File: src/rtl/burst_fault_campaign_ctrl.sv
// burst_fault_campaign_ctrl
// Walks the burst error injector through every (length, start address)
// combination, holds each fault for a settle window, waits for the CRC
// checker verdict (or a timeout) and tallies detected / missed / timed-out
// injections in saturating 8-bit counters.
// Optional feature macro: FULL_BURST_ONLY_EN -- when defined, the address
// sweep for length L stops at 11-L so no burst runs past bit 11.
module burst_fault_campaign_ctrl #(
  parameter int SETTLE_CYCLES  = 2,
  parameter int TIMEOUT_CYCLES = 16
) (
  input  logic       clk,
  input  logic       rst,
  input  logic       start,
  input  logic       abort,
  input  logic       chk_valid,
  input  logic       chk_err_detected,
  output logic [3:0] fault_start_addr,
  output logic [1:0] burst_error_length,
  output logic       fault_en,
  output logic       busy,
  output logic       done,
  output logic [7:0] detected_cnt,
  output logic [7:0] missed_cnt,
  output logic [7:0] timeout_cnt
);

  typedef enum logic [2:0] {
    S_IDLE,
    S_APPLY,
    S_WAIT,
    S_NEXT,
    S_DONE
  } state_t;

  // Terminal values of the shared settle / timeout timer.
  localparam logic [7:0] SETTLE_LAST  = 8'(SETTLE_CYCLES - 1);
  localparam logic [7:0] TIMEOUT_LAST = 8'(TIMEOUT_CYCLES - 1);

  state_t     state_q;
  logic [3:0] addr_q;
  logic [1:0] len_q;
  logic       fault_en_q;
  logic       busy_q;
  logic       done_q;
  logic [7:0] det_q;
  logic [7:0] mis_q;
  logic [7:0] to_q;
  logic [7:0] timer_q;

  logic [3:0] addr_last_d;
  logic [7:0] det_d;
  logic [7:0] mis_d;
  logic [7:0] to_d;

  // Last legal address for the current length, and saturating counter increments.
  always_comb begin
`ifdef FULL_BURST_ONLY_EN
    addr_last_d = 4'd11 - {2'b00, len_q};
`else
    addr_last_d = 4'd11;
`endif
    det_d = (det_q == 8'hFF) ? det_q : det_q + 8'd1;
    mis_d = (mis_q == 8'hFF) ? mis_q : mis_q + 8'd1;
    to_d  = (to_q  == 8'hFF) ? to_q  : to_q  + 8'd1;
  end

  // Campaign FSM with all outputs registered.
  always_ff @(posedge clk) begin
    if (rst) begin
      state_q    <= S_IDLE;
      addr_q     <= 4'd0;
      len_q      <= 2'd0;
      fault_en_q <= 1'b0;
      busy_q     <= 1'b0;
      done_q     <= 1'b0;
      det_q      <= 8'd0;
      mis_q      <= 8'd0;
      to_q       <= 8'd0;
      timer_q    <= 8'd0;
    end else if (abort && (state_q != S_IDLE)) begin
      // Abort wins over any verdict this cycle; counters are kept for inspection.
      state_q    <= S_IDLE;
      addr_q     <= 4'd0;
      len_q      <= 2'd0;
      fault_en_q <= 1'b0;
      busy_q     <= 1'b0;
      done_q     <= 1'b0;
      timer_q    <= 8'd0;
    end else begin
      case (state_q)
        S_IDLE: begin
          if (start) begin
            state_q    <= S_APPLY;
            addr_q     <= 4'd0;
            len_q      <= 2'd0;
            fault_en_q <= 1'b1;
            busy_q     <= 1'b1;
            det_q      <= 8'd0;
            mis_q      <= 8'd0;
            to_q       <= 8'd0;
            timer_q    <= 8'd0;
          end
        end
        S_APPLY: begin
          // chk_valid is deliberately ignored while the fault settles.
          if (timer_q == SETTLE_LAST) begin
            state_q <= S_WAIT;
            timer_q <= 8'd0;
          end else begin
            timer_q <= timer_q + 8'd1;
          end
        end
        S_WAIT: begin
          // A verdict on the timeout cycle is still a verdict.
          if (chk_valid) begin
            if (chk_err_detected) begin
              det_q <= det_d;
            end else begin
              mis_q <= mis_d;
            end
            state_q    <= S_NEXT;
            fault_en_q <= 1'b0;
            timer_q    <= 8'd0;
          end else if (timer_q == TIMEOUT_LAST) begin
            to_q       <= to_d;
            state_q    <= S_NEXT;
            fault_en_q <= 1'b0;
            timer_q    <= 8'd0;
          end else begin
            timer_q <= timer_q + 8'd1;
          end
        end
        S_NEXT: begin
          // Fault is removed for this one cycle; sweep is length-major.
          timer_q <= 8'd0;
          if (addr_q == addr_last_d) begin
            if (len_q == 2'd3) begin
              state_q <= S_DONE;
              done_q  <= 1'b1;
            end else begin
              state_q    <= S_APPLY;
              addr_q     <= 4'd0;
              len_q      <= len_q + 2'd1;
              fault_en_q <= 1'b1;
            end
          end else begin
            state_q    <= S_APPLY;
            addr_q     <= addr_q + 4'd1;
            fault_en_q <= 1'b1;
          end
        end
        S_DONE: begin
          state_q <= S_IDLE;
          done_q  <= 1'b0;
          busy_q  <= 1'b0;
          addr_q  <= 4'd0;
          len_q   <= 2'd0;
        end
        default: begin
          state_q <= S_IDLE;
        end
      endcase
    end
  end

  assign fault_start_addr   = addr_q;
  assign burst_error_length = len_q;
  assign fault_en           = fault_en_q;
  assign busy               = busy_q;
  assign done               = done_q;
  assign detected_cnt       = det_q;
  assign missed_cnt         = mis_q;
  assign timeout_cnt        = to_q;

endmodule

File: config.mk
export PLATFORM = sky130hd
export DESIGN_NAME = burst_fault_campaign_ctrl
export DESIGN_NICKNAME = d
export VERILOG_FILES = /design/src/rtl/burst_fault_campaign_ctrl.sv
export SDC_FILE = /design/constraint.sdc
export NUM_CORES = 1
export LEC_CHECK = 0
export ABC_CLOCK_PERIOD_IN_PS = 2500
export CAP_MARGIN = 10
export CORE_MARGIN = 1
export CORE_UTILIZATION = 53
export CTS_CLUSTER_SIZE = 8
export DETAILED_ROUTE_END_ITERATION = 7
export PLACE_DENSITY = 0.9
export SYNTH_ARGS = -nofsm -noshare
export SYNTH_HDL_FRONTEND = slang
export SYNTH_SLANG_ARGS = --single-unit
export TNS_END_PERCENT = 50
File: constraint.sdc
create_clock -name clk -period 2.5 [get_ports clk]
set_input_delay 0.375 -clock clk [delete_from_list [all_inputs] [get_ports clk]]
set_output_delay 0.375 -clock clk [all_outputs]
set_load 0.02 [all_outputs]
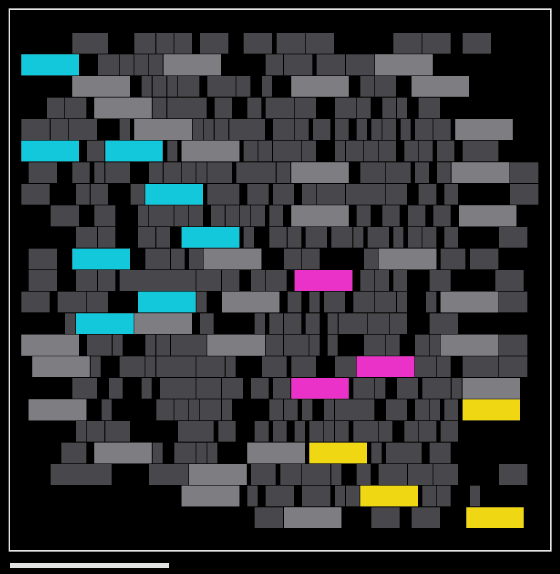
Fig. 1. Sequential cells grouped by signal name.
Bar = 20 um. Other sequential cells in the stronger gray, the rest of the logic in the fainter gray.
- cyan: timeout_cnt (flops 8)
- magenta: state_q (flops 3)
- yellow: fault_start_addr (flops 4; where south-east)
- not colored: 29

==> impl_metrics.yaml <==
# generated from flow reports
finish:
  final_cell_area_mm2: 0.00286
clocking:
  hold_buffers: 0
  cts-resized-gates: 0
  numCtsBuffers: 5
  cts_tree: "yes"
  cts_sinks: 44
power_and_ir_drop:
  combPwrFrac: 0.345
  p_comb_uw: 664
  p_per_area_mw_per_mm2: 673
  power_leader: "sequential cells"
  pwr-share-clk: 0.243
global_routing:
  grt_use_met2: 0.406
  grt_max_degree: 19
  grt_util_met3: 0.0633
  grt_pass1_wl_mm: 9.34
  busiest_layer: "met2"
setup_path:
  crit_arrival_ns: 2.39
  rrSetupSlack_ns: 0.33
  cp_cell_sequence: "inv_1 > or3_1 > o21ai_0 > nand4b_1 > a31oi_1"
  worstSetupPathType: "reg -> reg"
  rr_endpoint: "timer_q[2]$_SDFFE_PP0P_"
  cp-end-kind: "flip-flop"
routing:
  drc: 0
  wire_per_inst_um: 15.0
  routed-wl-met2_mm: 2.69
  dr.max_layer_used: "met4"
  num_vias: 2282
run:
  warnings: 27
synthesis:
  synth_flops: 44
  topCellsByArea: "dfxtp_1, a21oi_1, nand2_1"
  synth.cellmix.compoundShare: 0.245
  ff_type: "dfxtp_1"
  top_cell: "dfxtp_1"
  synth-edff-count: 0
  synth-xor-area-share: 0.0227
placement:
  dp_hpwl_mm: 3.98
die:
  chipArea_mm2: 0.00464
sta:
  min_period_over_period: 0.868
  finalSetupTns_ns: 0
outcome:
  outcome: "complete, no violations"
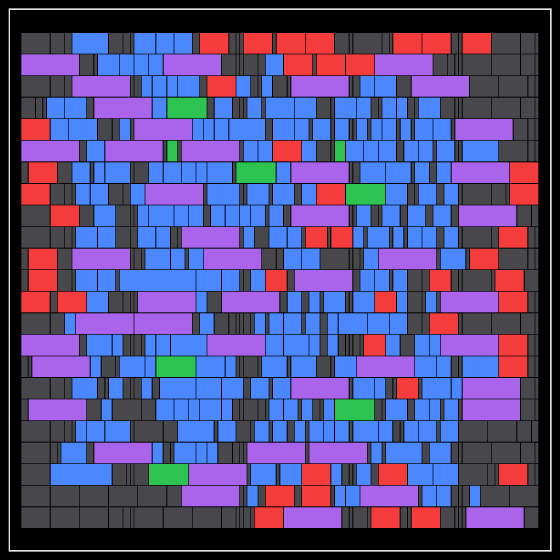
Fig. 2. Placement by cell class.
Fill, decap, tap and diode cells in gray.
- blue: all other logic (cells 227)
- green: clock drivers and dummy loads (cells 8)
- red: other buffers and delay cells (cells 45)
- purple: flip-flops (cells 44)

## area by class of cell
class / count / area share
clock buffer: 8 / 0.0315
sequential: 44 / 0.308
inverter: 4 / 0.00524
timing repair buffer: 45 / 0.151
multi-input combinational: 223 / 0.483
tap: 50 / 0.0218
## per-stage QoR
step	power [uW]	cells	hold slack, ns
after floorplan	1270	281	0.493
after global placement	1440	366	0.460
after detailed placement	1460	366	0.470
after CTS	1920	374	0.480
after global routing	2040	374	0.509
final	1930	374	0.474
## worst min-delay path, cell delays in order, from the launching register on
cell	delay, ns
dfxtp_1	0.31
inv_1	0.05
a221oi_1	0.06
## registers in the layout, indices dropped and copies added, names as in the netlist
name and count:
burst_error_length 2, fault_en 1, fault_start_addr 4, missed_cnt 8, timeout_cnt 8, busy 1, state_q 3, timer_q 8
detected_cnt 8, done 1
Power figures rest on the tool's default switching activity, not on a simulated workload.
